run_1/congestion_map.png
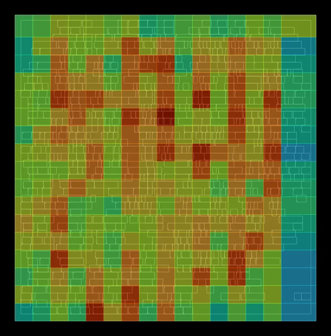
run_1/clock_wires.png
Bar = 20 um.
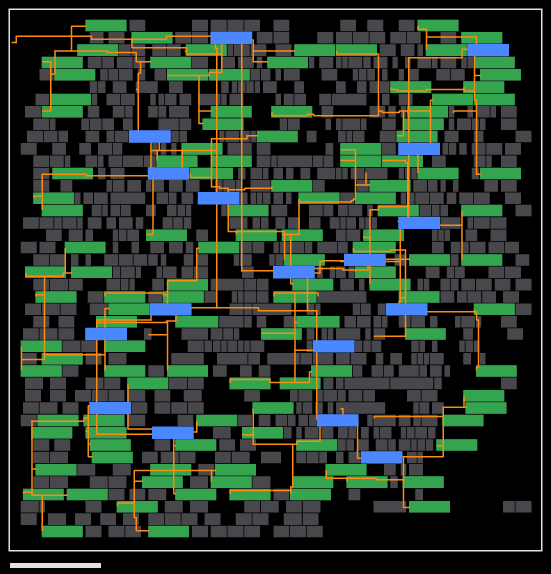
run_1/class_map.png
Bar = 20 um.
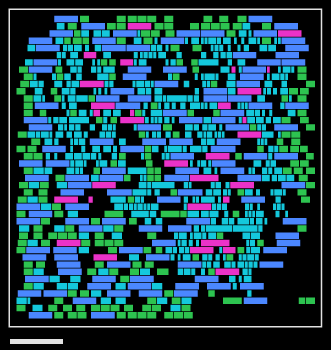
**src/rtl/boot_copy_seq_if.sv**
```systemverilog
// Flash-read and SRAM-write handshake bundle between the boot sequencer and mem_if.
// The sequencer is the master on both ports.
interface boot_copy_seq_if;
    logic        mem_flash_cs;
    logic        mem_flash_rw;
    logic [24:0] mem_flash_addr;
    logic [31:0] mem_flash_data_rd;
    logic        mem_flash_done;
    logic        mem_sram_cs;
    logic        mem_sram_rw;
    logic [21:0] mem_sram_addr;
    logic [31:0] mem_sram_data_wr;
    logic        mem_sram_done;

    modport master (
        output mem_flash_cs, mem_flash_rw, mem_flash_addr,
        input  mem_flash_data_rd, mem_flash_done,
        output mem_sram_cs, mem_sram_rw, mem_sram_addr, mem_sram_data_wr,
        input  mem_sram_done
    );

    modport slave (
        input  mem_flash_cs, mem_flash_rw, mem_flash_addr,
        output mem_flash_data_rd, mem_flash_done,
        input  mem_sram_cs, mem_sram_rw, mem_sram_addr, mem_sram_data_wr,
        output mem_sram_done
    );
endinterface

```
**src/rtl/boot_copy_seq.sv**
```systemverilog
// Power-up sequencer: copies a flash image word by word into SRAM, then releases the CPU.
// Owns both memory ports until start rises; err and start are terminal until reset.
module boot_copy_seq #(
    parameter logic [21:0] COPY_WORDS = 22'd4096,
    parameter logic [24:0] BIOS_BASE  = 25'h0000000,
    parameter logic [24:0] OS_BASE    = 25'h0100000,
    parameter logic [21:0] SRAM_BASE  = 22'h000000,
    parameter logic [15:0] TIMEOUT    = 16'd65535
) (
    input  logic        clk_in,
    input  logic        rst_in,
    input  logic        boot,
    input  logic        os,
    output logic        start,
    output logic        busy,
    output logic        err,
    output logic [21:0] words_done,
    boot_copy_seq_if.master mem
);

    typedef enum logic [2:0] {IDLE, FREAD, SWRITE, DONE, ERR} state_t;

    state_t      state_q, state_d;
    logic [24:0] src_q, src_d;
    logic [21:0] dst_q, dst_d;
    logic [31:0] data_q, data_d;
    logic [21:0] words_q, words_d;
    logic [15:0] tmo_q, tmo_d;
    logic        start_q, start_d;

    always_ff @(posedge clk_in or negedge rst_in) begin
        if (!rst_in) begin
            state_q <= IDLE;
            src_q   <= '0;
            dst_q   <= '0;
            data_q  <= '0;
            words_q <= '0;
            tmo_q   <= '0;
            start_q <= 1'b0;
        end else begin
            state_q <= state_d;
            src_q   <= src_d;
            dst_q   <= dst_d;
            data_q  <= data_d;
            words_q <= words_d;
            tmo_q   <= tmo_d;
            start_q <= start_d;
        end
    end

    always_comb begin
        state_d = state_q;
        src_d   = src_q;
        dst_d   = dst_q;
        data_d  = data_q;
        words_d = words_q;
        tmo_d   = tmo_q;
        start_d = start_q;
        unique case (state_q)
            IDLE: begin
                if (!boot || COPY_WORDS == 22'd0) begin
                    state_d = DONE;
                end else begin
                    src_d   = os ? OS_BASE : BIOS_BASE;
                    dst_d   = SRAM_BASE;
                    tmo_d   = '0;
                    state_d = FREAD;
                end
            end
            FREAD: begin
                // A done on the same edge the counter expires still completes the read.
                if (mem.mem_flash_done) begin
                    data_d  = mem.mem_flash_data_rd;
                    tmo_d   = '0;
                    state_d = SWRITE;
                end else begin
                    tmo_d = tmo_q + 16'd1;
                    if (tmo_d == TIMEOUT) state_d = ERR;
                end
            end
            SWRITE: begin
                if (mem.mem_sram_done) begin
                    words_d = words_q + 22'd1;
                    src_d   = src_q + 25'd1;
                    dst_d   = dst_q + 22'd1;
                    tmo_d   = '0;
                    state_d = (words_d == COPY_WORDS) ? DONE : FREAD;
                end else begin
                    tmo_d = tmo_q + 16'd1;
                    if (tmo_d == TIMEOUT) state_d = ERR;
                end
            end
            DONE:    start_d = 1'b1;
            ERR:     ;
            default: state_d = IDLE;
        endcase
    end

    // Strobes decode straight from state so an async reset drops them immediately.
    assign mem.mem_flash_cs     = (state_q == FREAD);
    assign mem.mem_flash_rw     = 1'b0;
    assign mem.mem_flash_addr   = src_q;
    assign mem.mem_sram_cs      = (state_q == SWRITE);
    assign mem.mem_sram_rw      = (state_q == SWRITE);
    assign mem.mem_sram_addr    = dst_q;
    assign mem.mem_sram_data_wr = data_q;

    assign busy       = (state_q == FREAD) || (state_q == SWRITE);
    assign err        = (state_q == ERR);
    assign start      = start_q;
    assign words_done = words_q;

endmodule
```
**src/flat_wrapper.sv**
```systemverilog
// flat-port wrapper written by rule: the top's interface ports become plain ports
module boot_copy_seq_flat 
#(
    parameter logic [21:0] COPY_WORDS = 22'd4096,
    parameter logic [24:0] BIOS_BASE  = 25'h0000000,
    parameter logic [24:0] OS_BASE    = 25'h0100000,
    parameter logic [21:0] SRAM_BASE  = 22'h000000,
    parameter logic [15:0] TIMEOUT    = 16'd65535
)
  (clk_in, rst_in, boot, os, start, busy, err, words_done, mem_mem_flash_cs, mem_mem_flash_rw, mem_mem_flash_addr, mem_mem_flash_data_rd, mem_mem_flash_done, mem_mem_sram_cs, mem_mem_sram_rw, mem_mem_sram_addr, mem_mem_sram_data_wr, mem_mem_sram_done);
  boot_copy_seq_if mem_i ();
  input  logic clk_in;
  input  logic rst_in;
  input  logic boot;
  input  logic os;
  output logic start;
  output logic busy;
  output logic err;
  output logic [21:0] words_done;
  output wire logic [$bits(mem_i.mem_flash_cs)-1:0] mem_mem_flash_cs;
  output wire logic [$bits(mem_i.mem_flash_rw)-1:0] mem_mem_flash_rw;
  output wire logic [$bits(mem_i.mem_flash_addr)-1:0] mem_mem_flash_addr;
  input wire logic [$bits(mem_i.mem_flash_data_rd)-1:0] mem_mem_flash_data_rd;
  input wire logic [$bits(mem_i.mem_flash_done)-1:0] mem_mem_flash_done;
  output wire logic [$bits(mem_i.mem_sram_cs)-1:0] mem_mem_sram_cs;
  output wire logic [$bits(mem_i.mem_sram_rw)-1:0] mem_mem_sram_rw;
  output wire logic [$bits(mem_i.mem_sram_addr)-1:0] mem_mem_sram_addr;
  output wire logic [$bits(mem_i.mem_sram_data_wr)-1:0] mem_mem_sram_data_wr;
  input wire logic [$bits(mem_i.mem_sram_done)-1:0] mem_mem_sram_done;
  assign mem_mem_flash_cs = mem_i.mem_flash_cs;
  assign mem_mem_flash_rw = mem_i.mem_flash_rw;
  assign mem_mem_flash_addr = mem_i.mem_flash_addr;
  assign mem_i.mem_flash_data_rd = mem_mem_flash_data_rd;
  assign mem_i.mem_flash_done = mem_mem_flash_done;
  assign mem_mem_sram_cs = mem_i.mem_sram_cs;
  assign mem_mem_sram_rw = mem_i.mem_sram_rw;
  assign mem_mem_sram_addr = mem_i.mem_sram_addr;
  assign mem_mem_sram_data_wr = mem_i.mem_sram_data_wr;
  assign mem_i.mem_sram_done = mem_mem_sram_done;
  boot_copy_seq #(.COPY_WORDS(COPY_WORDS), .BIOS_BASE(BIOS_BASE), .OS_BASE(OS_BASE), .SRAM_BASE(SRAM_BASE), .TIMEOUT(TIMEOUT)) u_core (.clk_in(clk_in), .rst_in(rst_in), .boot(boot), .os(os), .start(start), .busy(busy), .err(err), .words_done(words_done), .mem(mem_i));
endmodule
```
**config.mk**
```make
export PLATFORM = sky130hd
export DESIGN_NAME = boot_copy_seq_flat
export DESIGN_NICKNAME = d
export VERILOG_FILES = /design/src/rtl/boot_copy_seq_if.sv /design/src/rtl/boot_copy_seq.sv /design/src/flat_wrapper.sv
export SDC_FILE = /design/constraint.sdc
export NUM_CORES = 1
export LEC_CHECK = 0
export CORE_AREA = 2 2 115 117
export DETAILED_ROUTE_END_ITERATION = 16
export DIE_AREA = 0 0 117 119
export GPL_ROUTABILITY_DRIVEN = 1
export PLACE_DENSITY_LB_ADDON = 0.12
export SKIP_LAST_GASP = 1
export SLEW_MARGIN = 20
export SYNTH_ARGS = -nofsm -noshare
export SYNTH_HDL_FRONTEND = slang
export SYNTH_SLANG_ARGS = --single-unit
```
**constraint.sdc**
```tcl
create_clock -name clk_in -period 2.06 [get_ports clk_in]
set_input_delay 0.412 -clock clk_in [delete_from_list [all_inputs] [get_ports clk_in]]
set_output_delay 0.412 -clock clk_in [all_outputs]
set_load 0.01 [all_outputs]
```
==> run_results.csv, run 1 <==
group,metric,value,unit
placed_design,postPlaceCellArea,8160,um2
detailed_routing,drc,0,
logic_synthesis,ys_cells,598,
cells_and_area,layout_top_cell,"clkdlybuf4s50_1",
placed_design,pre_cts_ws,-183,ps
logic_synthesis,yosysWarnings,0,
logic_synthesis,yosys.stat.chipArea,6190,um2
logic_synthesis,synth.net_count,642,
power,power.net_switching,2.62,mW
placed_design,io_buffer_count,144,
power,switching_share,29.3,%
logic_synthesis,yosys.stat.seqShare,48.9,%
logic_synthesis,yosys.area.top_type,"dfrtp_1",
clock_tree,clock-root-buffer,"clkbuf_16",
logic_synthesis,netlist_top_cells_count,"121 x dfrtp_1, 63 x nor2_1, 53 x nand2_1",
logic_synthesis,synth.area.top_cells,"dfrtp_1 49%, xor2_1 6.5%, mux2_2 5.3%, xnor2_1 4.0%, nor2_1 3.8%",
placed_design,dp.cells,946,
placed_design,gp_congestion,0.847,
logic_synthesis,simple_gate_share,22.3,%
clock_tree,cts_made_buffers,17,
logic_synthesis,edf_count,0,
power,leakagePower,3.81,nW
power,cellPowerDensity,1020,nW/um2
logic_synthesis,postSynthAreaPerCell,10.3,um2
setup_path,timing.critical_path.to_type,"primary output",
logic_synthesis,synth_async_sr_flop_share,100,%
logic_synthesis,syn_area,6190,um2
die,fp_util,48.1,%
sta,tns,0,ps
die,design.die.area,13900,um2
run_status,status,"finished, final reports clean",
clock_tree,clk_path_buf_depth,2,
clock_tree,tritoncts,"yes",
logic_synthesis,area_fraction_in_full_adders_half_adders_and_majority_gates,1.21,%
detailed_routing,drt.antenna.violating_nets,0,
grt,number_of_global_route_vias_before_repair,5297,
logic_synthesis,synth-main-ff-cell,"dfrtp_1",
Notes on congestion_map.png above:
met3 capacity usage during global routing: 5.70%
mean routed wirelength per cell: 15.6 um
post-layout utilization of the core: 68.3%
met2 Use GR: 37.2%

Notes on clock_wires.png above:
Key: blue = clock-net drivers [count 17]; green = flip-flops [count 121]; orange = clock wires [length 1640 um]
Position of the flops: widely spread. There are 18 routed clock nets.
insertion delay of the later-clocked pin in the worst-skew pair: 410 ps
power of the clock network: 2.92 mW
Clock power frac: 32.6%
Final Skew: 5.03 ps

Notes on class_map.png above:
Key: blue = registers [cells 121, share of their area 35%]; green = remaining buffers and delay cells [cells 203, share of their area 22%]; magenta = clock drivers and dummy loads [cells 30, share of their area 6.8%]; cyan = remaining logic cells [cells 448, share of their area 36%]
area of the core: 12900 um2
sequential share of cell area: 34.5%
area of all placed cells without fillers: 8800 um2
std cell rows: 42

run 1: what timing repair did:
action | in CTS | in global routing
gates resized | 6 | 14
pin swaps | 0 | 2
setup endpoints to repair | 5 | 5
buffers inserted | 1 | 0
hold buffers | 1 | 0
hold endpoints to repair | 12 | 0
run 1: power groups by stage:
stage	clock network (mW)	registers [mW]	logic (mW)
3_3_place_gp	0	3.19	2.80
4_1_cts	2.97	3.19	2.85
6_report	2.92	3.20	2.83
3_5_place_dp	0	3.22	2.85
2_1_floorplan	0	3.36	1.11
5_1_grt	3.09	3.27	3.05
run 1: routing by layer:
metal	routed length [um]	global-route usage, %
met5	0	0
met4	268	10.1
met3	833	5.70
met2	7500	37.2
met1	6680	30.7
run 1: path summary, 6_finish.rpt:
kind / from / to / slack, ps / cells past startpoint
worst max-delay path: u_core.state_q[1]$_DFFE_PN0N_ / mem_mem_flash_cs / 70 / 3
worst min-delay path: rst_in / u_core.tmo_q[12]$_DFFE_PN0P_ / 390 / 2
worst max register to register: u_core.tmo_q[1]$_DFFE_PN0P_ / u_core.state_q[0]$_DFFE_PN0N_ / 120 / 7
worst min register to register: u_core.start$_DFFE_PN0N_ / u_core.start$_DFFE_PN0N_ / 480 / 1
max in group asynchronous: rst_in / u_core.tmo_q[3]$_DFFE_PN0P_ / 1010 / 3
min in group clk_in: u_core.start$_DFFE_PN0N_ / u_core.start$_DFFE_PN0N_ / 480 / 1
run 1: worst max-delay path, stage by stage (launching register included):
cell	delay (ps)
dfrtp_1	450
nand2b_1	210
nor2_1	180
dlygate4sd2_1	320
run 1: cell type report:
class / count / area (um2)
flip-flops and latches: 121 / 3030
clock inverters: 8 / 95.1
clock buffers: 22 / 484
inverters: 6 / 22.5
well taps: 176 / 220
repair buffers: 203 / 1920
fillers: 985 / 4080
multi-input cells: 442 / 3020
run_1/gates.png
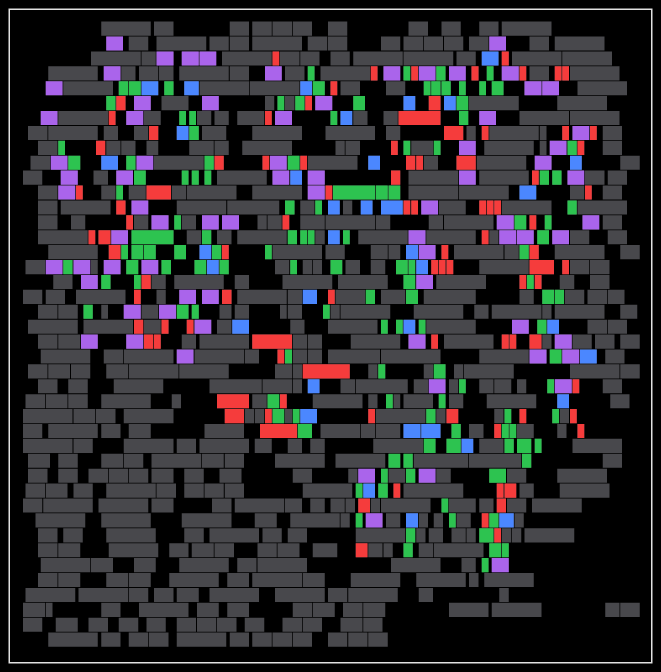

==> inputs of run 2 (changes only) <==
==> constraint.sdc (replaced) <==
create_clock -name clk_in -period 2.3 [get_ports clk_in]
set_input_delay 0.46 -clock clk_in [delete_from_list [all_inputs] [get_ports clk_in]]
set_output_delay 0.46 -clock clk_in [all_outputs]
set_load 0.01 [all_outputs]
run_2/gates.png
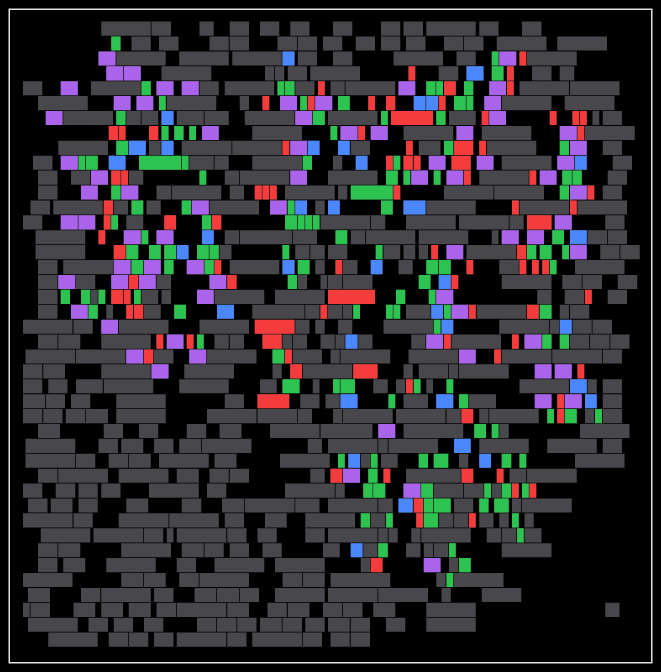
Key: red = nor cells [cells 94]; purple = xor and xnor cells [cells 74]; blue = and/or cells [cells 35]; green = nand cells [cells 128, where widely spread]
share of the final layout cell area in multi-input gates: 35.0%
Commonest Layout Cell: clkdlybuf4s50_1
Finished Layout Cells: 952

==> run 2 against run 1 <==
  * Synthesized cell count stayed put
  * Combinational power fell by 14%
  * Cell area down 2.7%
  * Clock skew up 3.8 ps
  * Utilization shrank 1.8 points
  * Register-to-register slack gained 100 ps
  * Die area unchanged
==> run_results.csv, run 2 <==
group,metric,value,unit
run_status,status,"finished, final reports clean",
logic_synthesis,edf_count,0,
cells_and_area,buf_share,20.0,%
logic_synthesis,yosys.stat.seqShare,48.9,%
power,power.group.top,"registers",
power,seq_cell_power,2.86,mW
grt,met3_capacity_usage_during_global_routing,6.62,%
clock_tree,cts-resized-gates,9,
logic_synthesis,synth_async_sr_flop_share,100,%
clock_tree,clk_path_buf_depth,2,
logic_synthesis,synth.net_count,642,
cells_and_area,final-seq-area,3030,um2
logic_synthesis,yosysWarnings,0,
clock_tree,clock-root-buffer,"clkbuf_16",
logic_synthesis,synth-main-ff-cell,"dfrtp_1",
setup_path,crit_path_cell_trace,"nor2_8, nand2_2, inv_2, clkdlybuf4s50_1",
grt,number_of_global_route_vias_before_repair,5051,
power,switching_share,29.3,%
die,num_tap_cells,176,
detailed_routing,routed-wl-met2,7220,um
clock_tree,tritoncts,"yes",
logic_synthesis,synth.area.top_cells,"dfrtp_1 49%, xor2_1 6.5%, mux2_2 5.3%, xnor2_1 4.0%, nor2_1 3.8%",
cells_and_area,non_clock_buffer_count,177,
cells_and_area,n_multi_input_combinational_cell,442,
setup_path,critPathMaxStageDelay,530,ps
grt,grt_busiest_layer,"met2",
power,comb_power,2.44,mW
logic_synthesis,postSynthAreaPerCell,10.3,um2
cells_and_area,sequential_cell_total,121,
die,fp_util,48.1,%
sta,tns,0,ps
power,cellPowerDensity,923,nW/um2
clock_tree,cts_made_buffers,17,
die,placementRows,42,
cells_and_area,tally_of_clock_buffers_in_the_finished_layout,23,
power,leakagePower,3.63,nW
cells_and_area,multi_input_comb_area,3000,um2
cells_and_area,cell_kind_with_the_greatest_summed_area,"sequential cells",
power,pwr.group.clock,2.60,mW
grt,grt.met1_usage,29.5,%
cells_and_area,inverters,6,
logic_synthesis,netlist_top_cells_count,"121 x dfrtp_1, 63 x nor2_1, 53 x nand2_1",
cells_and_area,fillCellCount,1023,
detailed_routing,wl_met1,6490,um
clock_tree,post_cts_buffers,4,
placed_design,gp_congestion,0.831,
run_2/class_map.png
Bar = 20 um.
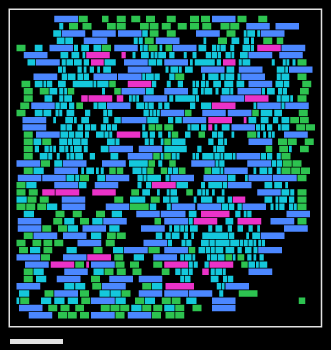
Key: cyan = remaining logic cells [cells 448, share of their area 36%]; green = remaining buffers and delay cells [cells 177, share of their area 21%]; blue = registers [cells 121, share of their area 36%]; magenta = clock drivers and dummy loads [cells 30, share of their area 7.0%]
post-layout utilization of the core: 66.5%
area of all placed cells without fillers: 8560 um2
sequential share of cell area: 35.4%

==> run 2: netlist changes by cell type in the layout (fill, tap and decap cells not counted), moves of 2 or more <==
| cell | delta |
|---|---|
| buf_4 | -24 |
| clkdlybuf4s50_1 | +2 |
| clkinv_2 | -2 |
| dfrtp_1 | +2 |
| dfrtp_2 | -2 |
| dlygate4sd2_1 | -2 |
==> run 2: cell families (layout without fill, tap and decap cells) <==
kind of cell / after synthesis / after routing / synth area share (%)
simple gates: 257 / 257 / 22.3
compound gates: 70 / 70 / 7.62
fa+ha+maj: 6 / 6 / 1.21
buf+inv: 35 / 213 / 3.13
xor+xnor: 74 / 74 / 10.5
mux: 34 / 34 / 6.25
other cells: 1 / 1 / 0.0606
flops: 121 / 121 / 48.9
==> run 2: per-stage QoR <==
stage          utilization [%]  power, mW  std cells
2_1_floorplan                -       4.00        598
3_3_place_gp              61.5       5.22        916
3_5_place_dp              61.5       5.29        916
4_1_cts                   66.3       7.96        950
5_1_grt                   66.5       8.32        952
6_report                  66.5       7.90        952
==> run 2: worst paths after layout <==
| path | startpoint | end | slack (ps) | depth (start not counted) |
|---|---|---|---|---|
| min in group clk_in | u_core.start$_DFFE_PN0N_ | u_core.start$_DFFE_PN0N_ | 480 | 1 |
| min reg2reg | u_core.start$_DFFE_PN0N_ | u_core.start$_DFFE_PN0N_ | 480 | 1 |
| max reg2reg | u_core.tmo_q[1]$_DFFE_PN0P_ | u_core.state_q[1]$_DFFE_PN0N_ | 220 | 7 |
| max | u_core.state_q[2]$_DFFE_PN0N_ | mem_mem_sram_cs | 100 | 4 |
| max in group asynchronous | rst_in | u_core.state_q[1]$_DFFE_PN0N_ | 1560 | 2 |
| min | rst_in | u_core.mem.mem_sram_addr[6]$_DFFE_PN0P_ | 40 | 1 |
run_2/clock_wires.png
Bar = 20 um.
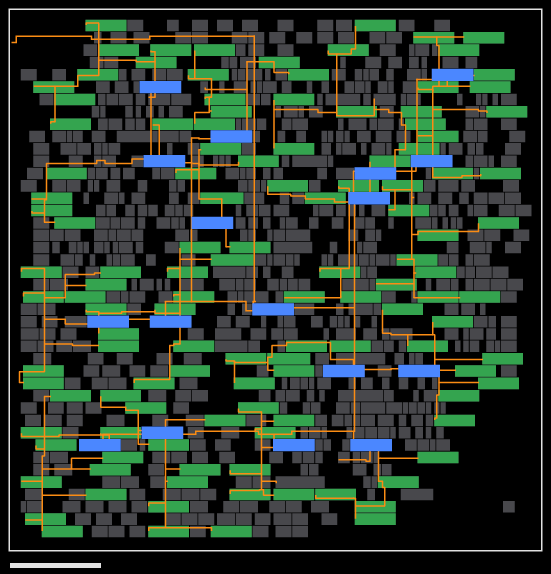

==> inputs of run 3 (changes only) <==
--- a/config.mk
+++ b/config.mk
@@ -5,9 +5,9 @@
 export SDC_FILE = /design/constraint.sdc
 export NUM_CORES = 1
 export LEC_CHECK = 0
-export CORE_AREA = 2 2 115 117
+export CORE_AREA = 2 2 119 121
 export DETAILED_ROUTE_END_ITERATION = 16
-export DIE_AREA = 0 0 117 119
+export DIE_AREA = 0 0 121 123
 export GPL_ROUTABILITY_DRIVEN = 1
 export PLACE_DENSITY_LB_ADDON = 0.12
 export SKIP_LAST_GASP = 1
==> constraint.sdc (replaced) <==
create_clock -name clk_in -period 1.99 [get_ports clk_in]
set_input_delay 0.398 -clock clk_in [delete_from_list [all_inputs] [get_ports clk_in]]
set_output_delay 0.398 -clock clk_in [all_outputs]
set_load 0.01 [all_outputs]
run_3/clock_wires.png
Bar = 20 um.
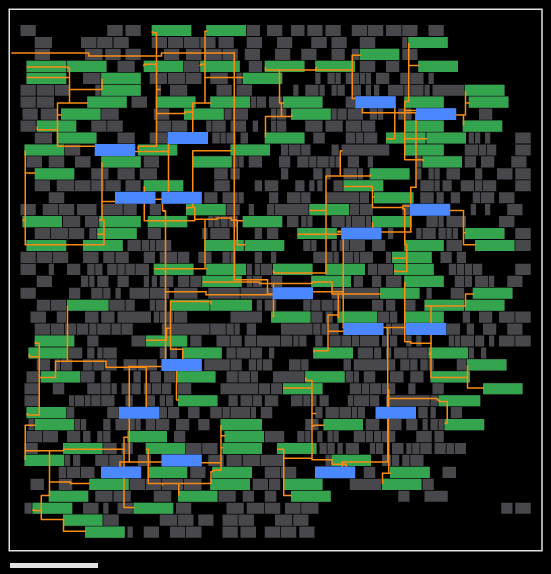
Key: blue = clock-net drivers [count 17]; orange = clock wires [length 1560 um]; green = flip-flops [count 121]
Position of the flops: widely spread.
power of the clock network: 3.05 mW
Final Skew: 6.30 ps

==> run 3 against run 2 <==
  * Worst hold slack improved by 400 ps
  * Clock-buffer cell count shrank 1
  * Setup slack lost 71 ps
  * Sequential share of layout area shrank 1.5 points
  * Critical path type is now reg -> reg
  * Register-to-register slack worse by 190 ps
  * Area after synthesis unchanged
  * Total power increased by 20%
  * Global-route usage shrank 0.11 points
  * Flip-flop count did not move
  * Clock power grew 17%
==> run_results.csv, run 3 <==
group,metric,value,unit
clock_tree,clk_path_buf_depth,2,
placed_design,gp_congestion,0.827,
power,cellPowerDensity,1060,nW/um2
setup_path,setup.reg_to_reg.worst_slack,30,ps
logic_synthesis,synth-main-ff-cell,"dfrtp_1",
sta,tns,0,ps
power,leakagePower,3.87,nW
cells_and_area,final-seq-area,3040,um2
logic_synthesis,synth_async_sr_flop_share,100,%
die,fp_util,45.5,%
logic_synthesis,yosys.stat.seqShare,48.9,%
clock_tree,tritoncts,"yes",
cells_and_area,multi_input_comb_area,3030,um2
placed_design,dp.cells,954,
setup_path,origin_of_the_worst_setup_path,"u_core.tmo_q[0]$_DFFE_PN0P_",
grt,grt.met1_usage,26.5,%
sta,finalCritPeriodShare,98.7,%
detailed_routing,route.final.wire_length,16000,um
logic_synthesis,netlist_top_cells_count,"121 x dfrtp_1, 63 x nor2_1, 53 x nand2_1",
die,io-pin-count,146,
clock_tree,cts_made_buffers,17,
setup_path,setup.worst_path.end,"u_core.state_q[1]$_DFFE_PN0N_",
clock_tree,clock-root-buffer,"clkbuf_16",
run_status,status,"finished, final reports clean",
logic_synthesis,synth.area.top_cells,"dfrtp_1 49%, xor2_1 6.5%, mux2_2 5.3%, xnor2_1 4.0%, nor2_1 3.8%",
cells_and_area,largest_register_ff_count,32,
logic_synthesis,postSynthAreaPerCell,10.3,um2
grt,number_of_global_route_vias_before_repair,5439,
logic_synthesis,synth.net_count,642,
logic_synthesis,yosysWarnings,0,
grt,met3_capacity_usage_during_global_routing,5.95,%
cells_and_area,layout_top_cell,"clkdlybuf4s50_1",
detailed_routing,wire_per_inst,16.1,um
run_3/class_map.png
Bar = 20 um.
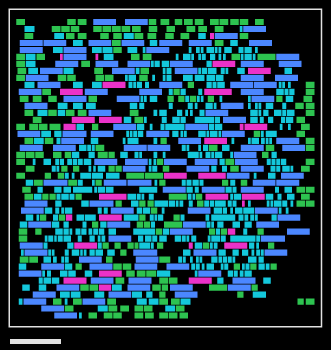
Key: green = remaining buffers and delay cells [cells 214, share of their area 23%]; magenta = clock drivers and dummy loads [cells 30, share of their area 6.7%]; blue = registers [cells 121, share of their area 35%]; cyan = remaining logic cells [cells 448, share of their area 35%]
post-layout utilization of the core: 65.7%
area of all placed cells without fillers: 8950 um2
area of the core: 13600 um2
sequential share of cell area: 33.9%
std cell rows: 43

[run 3: power groups by stage]
stage                     registers, mW  clock network (mW)  logic, mW
after floorplan                    3.48                   0       1.15
after global placement             3.27                   0       3.01
after detailed placement           3.31                   0       3.07
after CTS                          3.27                3.12       3.12
after global routing               3.34                3.23       3.37
final                              3.26                3.05       3.14
[run 3: kinds of logic (layout without fill, tap and decap cells)]
group           Yosys count  after routing  share of synthesized area (%)
compound gates           70             70                           7.62
fa+ha+maj                 6              6                           1.21
simple gates            257            257                           22.3
mux                      34             34                           6.25
flops                   121            121                           48.9
buf+inv                  35            250                           3.13
xor+xnor                 74             74                           10.5
other cells               1              1                         0.0606
[run 3: area by class of cell]
| cell class | count | area share [%] |
|---|---|---|
| Clock inverter | 8 | 1.36 |
| Timing Repair Buffer | 214 | 22.8 |
| Inverter | 6 | 0.252 |
| Sequential cell | 121 | 33.9 |
| Clock buffer | 22 | 5.19 |
| Tap cell | 180 | 2.52 |
| Multi-Input combinational cell | 442 | 33.9 |
[run 3: timing repair]
| item | 4_1_cts | 5_1_grt |
|---|---|---|
| buffers inserted | 4 | 4 |
| endpoints found under the setup margin | 5 | 11 |
| gates resized | 9 | 24 |
| pin swaps | 0 | 12 |
| hold buffers | 1 | 0 |
| endpoints found under the hold margin | 20 | 0 |
[run 3: worst max-delay path, stage by stage, from the launching register on]
cell	delay, ps
dfrtp_1	430
ha_2	240
and3_2	240
nand4b_1	150
a211oi_2	320
o221ai_4	190
a21oi_2	190
o31ai_1	90
[run 3: stage by stage]
| stage | setup slack (ps) | power (mW) |
|---|---|---|
| detailed placement | -163 | 6.38 |
| CTS | -196 | 9.50 |
| global placement | -123 | 6.29 |
| global route | -33.1 | 9.94 |
| floorplan | 85.5 | 4.62 |
| finish | 25.8 | 9.45 |
Power is estimated from default activity; no workload was simulated.
